### src/rtl/hazard_forward_ctrl.sv
// Hazard and forwarding controller for the 5-stage pipeline: branch/ALU forwarding selects,
// load-use and branch stalls, an MDU busy tracker and a saturating stall-cycle counter.
module hazard_forward_ctrl #(
  parameter int RA_W    = 5,
  parameter int MDU_LAT = 4,
  parameter int CNT_W   = 32
) (
  input  logic             CLK,
  input  logic             Reset,
  input  logic [RA_W-1:0]  ID_rs,
  input  logic [RA_W-1:0]  ID_rt,
  input  logic             ID_use_rs,
  input  logic             ID_use_rt,
  input  logic             ID_is_branch,
  input  logic             ID_mdu_start,
  input  logic             ID_reads_hilo,
  input  logic [RA_W-1:0]  EXE_rs,
  input  logic [RA_W-1:0]  EXE_rt,
  input  logic [RA_W-1:0]  EXE_writeSrc,
  input  logic             EXE_RegWrite,
  input  logic             EXE_MemRead,
  input  logic [RA_W-1:0]  MEM_writeSrc,
  input  logic             MEM_RegWrite,
  input  logic             MEM_MemRead,
  input  logic [RA_W-1:0]  WB_writeSrc,
  input  logic             WB_RegWrite,
  output logic [1:0]       forward_ID_A,
  output logic [1:0]       forward_ID_B,
  output logic [1:0]       forward_EXE_A,
  output logic [1:0]       forward_EXE_B,
  output logic             stall,
  output logic             bubble,
  output logic             mdu_busy,
  output logic [CNT_W-1:0] stall_count
);

  // state   | meaning
  // IDLE    | no MDU operation in flight
  // BUSY    | MDU working, cnt_q = cycles left including this one
  localparam logic [0:0] ST_IDLE = 1'b0;
  localparam logic [0:0] ST_BUSY = 1'b1;

  localparam int MW = $clog2(MDU_LAT + 1);

  localparam logic [1:0] SEL_RF  = 2'b00;
  localparam logic [1:0] SEL_MEM = 2'b01;
  localparam logic [1:0] SEL_WB  = 2'b10;

  function automatic logic match(input logic we, input logic [RA_W-1:0] dst,
                                 input logic [RA_W-1:0] r);
    return we & (dst != '0) & (dst == r);
  endfunction

  function automatic logic [1:0] sel(input logic mem_hit, input logic wb_hit);
    return mem_hit ? SEL_MEM : (wb_hit ? SEL_WB : SEL_RF);
  endfunction

  logic [0:0]       state_q, state_d;
  logic [MW-1:0]    cnt_q, cnt_d;
  logic [CNT_W-1:0] stall_count_q, stall_count_d;

  logic mem_a, mem_b, wb_a, wb_b;
  logic exe_id_a, exe_id_b, mem_id_a, mem_id_b;
  logic used_exe, used_mem;
  logic stall_raw;

  always_comb begin
    forward_EXE_A = sel(match(MEM_RegWrite, MEM_writeSrc, EXE_rs),
                        match(WB_RegWrite, WB_writeSrc, EXE_rs));
    forward_EXE_B = sel(match(MEM_RegWrite, MEM_writeSrc, EXE_rt),
                        match(WB_RegWrite, WB_writeSrc, EXE_rt));

    // A load result in MEM is not ready yet, so the branch stalls instead of forwarding it.
    mem_a = match(MEM_RegWrite, MEM_writeSrc, ID_rs) & ~MEM_MemRead;
    mem_b = match(MEM_RegWrite, MEM_writeSrc, ID_rt) & ~MEM_MemRead;
    wb_a  = match(WB_RegWrite, WB_writeSrc, ID_rs);
    wb_b  = match(WB_RegWrite, WB_writeSrc, ID_rt);
    forward_ID_A = ID_is_branch ? sel(mem_a, wb_a) : SEL_RF;
    forward_ID_B = ID_is_branch ? sel(mem_b, wb_b) : SEL_RF;

    exe_id_a = match(EXE_RegWrite, EXE_writeSrc, ID_rs) & ID_use_rs;
    exe_id_b = match(EXE_RegWrite, EXE_writeSrc, ID_rt) & ID_use_rt;
    mem_id_a = match(MEM_RegWrite, MEM_writeSrc, ID_rs) & ID_use_rs;
    mem_id_b = match(MEM_RegWrite, MEM_writeSrc, ID_rt) & ID_use_rt;
    used_exe = exe_id_a | exe_id_b;
    used_mem = mem_id_a | mem_id_b;

    stall_raw = (EXE_MemRead & used_exe)
              | (ID_is_branch & used_exe)
              | (ID_is_branch & MEM_MemRead & used_mem)
              | (mdu_busy & (ID_mdu_start | ID_reads_hilo));
    stall  = stall_raw & ~Reset;
    bubble = stall;
  end

  always_comb begin
    state_d = state_q;
    cnt_d   = cnt_q;
    case (state_q)
      ST_IDLE: begin
        if (ID_mdu_start && !stall) begin
          state_d = ST_BUSY;
          cnt_d   = MW'(MDU_LAT);
        end
      end
      default: begin
        cnt_d = cnt_q - 1'b1;
        if (cnt_q == MW'(1)) state_d = ST_IDLE;
      end
    endcase

    stall_count_d = stall_count_q;
    if (stall && (stall_count_q != '1))
      stall_count_d = stall_count_q + {{(CNT_W-1){1'b0}}, 1'b1};
  end

  always_ff @(posedge CLK) begin
    if (Reset) begin
      state_q       <= ST_IDLE;
      cnt_q         <= '0;
      stall_count_q <= '0;
    end else begin
      state_q       <= state_d;
      cnt_q         <= cnt_d;
      stall_count_q <= stall_count_d;
    end
  end

  assign mdu_busy    = (state_q == ST_BUSY);
  assign stall_count = stall_count_q;

endmodule
### config.mk
export PLATFORM = sky130hd
export DESIGN_NAME = hazard_forward_ctrl
export DESIGN_NICKNAME = d
export VERILOG_FILES = /design/src/rtl/hazard_forward_ctrl.sv
export SDC_FILE = /design/constraint.sdc
export NUM_CORES = 1
export LEC_CHECK = 0
export CAP_MARGIN = 20
export CORE_MARGIN = 5
export CORE_UTILIZATION = 49
export DETAILED_ROUTE_END_ITERATION = 6
export PLACE_DENSITY = 0.86
export SYNTH_ARGS = -nofsm -noshare
export SYNTH_HDL_FRONTEND = slang
export SYNTH_SLANG_ARGS = --single-unit
### constraint.sdc
create_clock -name CLK -period 6.3 [get_ports CLK]
set_input_delay 0.945 -clock CLK [delete_from_list [all_inputs] [get_ports CLK]]
set_output_delay 0.945 -clock CLK [all_outputs]
set_load 0.05 [all_outputs]
==> images/gates.png <==
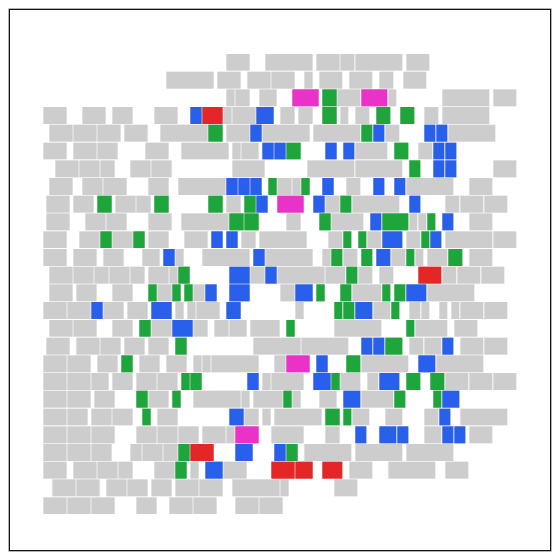
non-inverting ao/oa cells -> red  # cells 6
nand cells -> green  # cells 65
mux cells -> magenta  # cells 5
aoi and oai cells -> blue  # cells 63

==> images/congestion_map.png <==
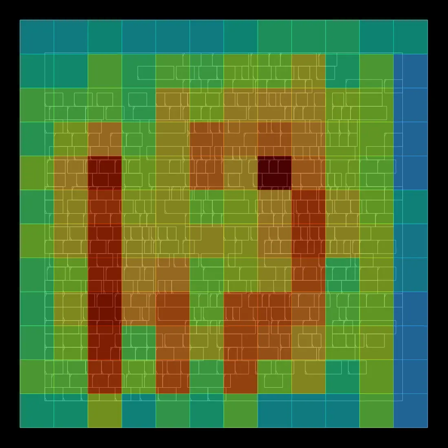
Global Route met2 Usage: 0.3724
busiest metal layer after global routing: met2
final core utilization: 0.6945

==> git commit body <==
Refresh implementation metrics

- Outcome: finished, final reports clean
* Relative contribution of the clock network to total power: 0.337
- Via count of the first global-routing pass: 2675
- Overflow after GRT: 0
- Total clock buffers created by CTS: 5
- The main area contributors are dfxtp_1 (28%), xnor2_1 (11%), xor2_1 (5.4%).
- In this run the critical register-to-register path is launched from stall_count[2]$_SDFFE_PP0P_.
* Total clock sinks: 36
- The type recorded for the worst min-delay path is register to register.
* Power dissipated by switching net loads: 0.1427 mW
- Yosys Chip Area: 0.002599 mm²
- The internal portion of the total power is between 0.3 and 0.4 mW.
- Average via count per standard cell: 5.875
- The post-synth register bit count is 36.
- Synthesis produced a netlist with a net count of 389.
- After clock tree synthesis, the clock-pin slew on the worst setup and hold paths is about 0.070 ns.
- Synth Area per Inst: 7.666 µm²
* Crit path capture type: output port
- The script computed the net switching share of total power as 0.2708.
- Sorting the Yosys area breakdown by cell type puts at the top dfxtp_1.
- The placed instances occupy a cell area of 0.003473 mm².
* Pre-CTS setup slack: 1.344 ns
* ANT cells: 0
- Cell with the most instances after synthesis: dfxtp_1
- Floorplan utilization: 0.5056
- The arrival time of data at the worst endpoint is listed as 4.03 ns.
- Final Max Slew Viols: 0
- The worst setup path is launched from an input pin.
- For the pin with the worst max-slew slack, the measured transition is 0.6126 ns.
- The layout summary lists the proportion of cells stronger than drive strength 1 as 0.03650.
- In this run the full chip footprint comes out at 0.006860 mm².
- After detailed routing, no signal wire sits above met4.
- Per the detail_route report, DRC violations left total 0.
- In this run the horizontal extent of the chip is 82.83 µm.
- Once detail routing completed, the nets flagged for antenna violations numbered 0.
- For reference, the placement row count at floorplan is 26.
* Power consumption: 0.5269 mW
* Critical path startpoint: MEM_writeSrc[1]
- Critical path start-end classification: input pin to output port
* HPWL Detailed: 5.768 mm
- Based on the critical path, the design can be clocked at up to 201.0 MHz.
* Crit path time final: roughly 5.0 ns
* Met3 wirelength from detailed routing: 704 µm
- The share of total power dissipated in sequential elements is 0.444.
* Relative slew slack: 0.5897
- The final timing report counts setup violations totalling 0.
- Number of standard cells after synthesis: 339
* List of most frequent post-synthesis cells: dfxtp_1 (36), xnor2_1 (34), a21oi_1 (26)
- Log Warnings: 27
- Met1 usage: 0.2354
- Number of flip-flops in the largest register: 32
- Number of maximum-capacitance violations: 0
- Endpoints failing hold in the final report were tallied at 0.
- Per the detailed-route log, wirelength across all metal layers totals 7.344 mm.
* Synth async-reset ratio: 0
- Routability-driven placement finished with a final weighted congestion of 0.9542.
- CP Data Required Time: 5.35 ns
* Overall track demand over capacity in global routing: 0.2089
- The routed design uses 3.595 mm of met2 wire.
- Number of port buffers: 89
* Max IR drop VDD: 0.07656 mV
- Post-Route Skew: ~0.0018 ns
- CTS max path bufs: 2
- Depth of the CTS H-tree: 2
- The power report attributes to the combinational group a share of 0.219.
* Initial antenna violation count: 0
- Final total negative setup slack: 0 ns
* Area inside the core boundary: 0.005140 mm²
* PostCTS Resize Cnt: 0
- Across all layers, the routed design uses approximately 2800 vias.
- Synthesis Warnings: 0
- Height of the chip: a little over 80 µm
==> images/ff_map.png <==
The bar under the picture is 20 µm long. Other sequential cells in the stronger gray, the rest of the logic in the fainter gray.
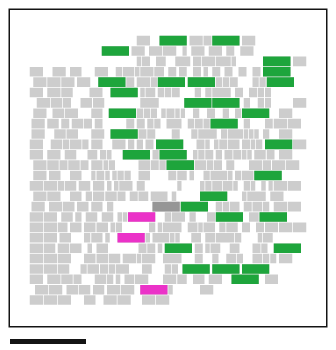
`cnt_q` -> magenta  # placed flops 3
`stall_count` -> green  # placed flops 32

-- power groups by stage --
stage / sequential [mW] / combinational [mW] / clock, mW
2_1_floorplan: 0.242 / 0.0623 / 0
3_3_place_gp: 0.239 / 0.112 / 0
3_5_place_dp: 0.239 / 0.115 / 0
4_1_cts: 0.234 / 0.115 / 0.180
5_1_grt: 0.234 / 0.125 / 0.187
6_report: 0.234 / 0.115 / 0.178
-- worst max path at each step --
| stage | end | cells past startpoint |
|---|---|---|
| 5_1_grt | bubble | 9 |
| 3_3_place_gp | bubble | 9 |
| 4_1_cts | bubble | 9 |
| 3_5_place_dp | bubble | 9 |
| 6_report | bubble | 9 |
| 2_1_floorplan | forward_ID_B[1] | 5 |
-- kinds of logic (layout without fill, tap and decap cells) --
family | count (synthesis) | in the layout | synth area share
simple gates | 139 | 139 | 0.2937
compound gates | 69 | 69 | 0.1637
xor+xnor | 50 | 50 | 0.1685
buf+inv | 37 | 109 | 0.06163
flops | 36 | 36 | 0.2773
mux | 5 | 5 | 0.02070
fa+ha+maj | 3 | 3 | 0.01445
-- stage by stage --
stage          hold WS [ns]  std cells
3_3_place_gp         0.4679        474
2_1_floorplan        0.4549        339
6_report             0.5034        481
3_5_place_dp         0.4897        474
4_1_cts              0.5030        481
5_1_grt              0.5347        481
-- layout make-up --
| class | count | area (µm²) |
|---|---|---|
| fill | 445 | 1570 |
| sequential | 36 | 720.7 |
| clock buffer | 7 | 96.34 |
| inverter | 11 | 41.29 |
| timing repair buffer | 91 | 905.9 |
| tap | 70 | 87.58 |
| multi-input combinational | 266 | 1718 |
-- worst max-delay path, stage by stage --
cell	delay (ns)
clkdlybuf4s50_1	0.54
or4_1	0.58
o21ai_1	0.28
nor3_1	0.09
o21ai_1	0.15
and3_1	0.19
buf_4	0.37
inv_2	0.14
clkdlybuf4s50_1	0.73
Power figures rest on the tool's default switching activity, not on a simulated workload.
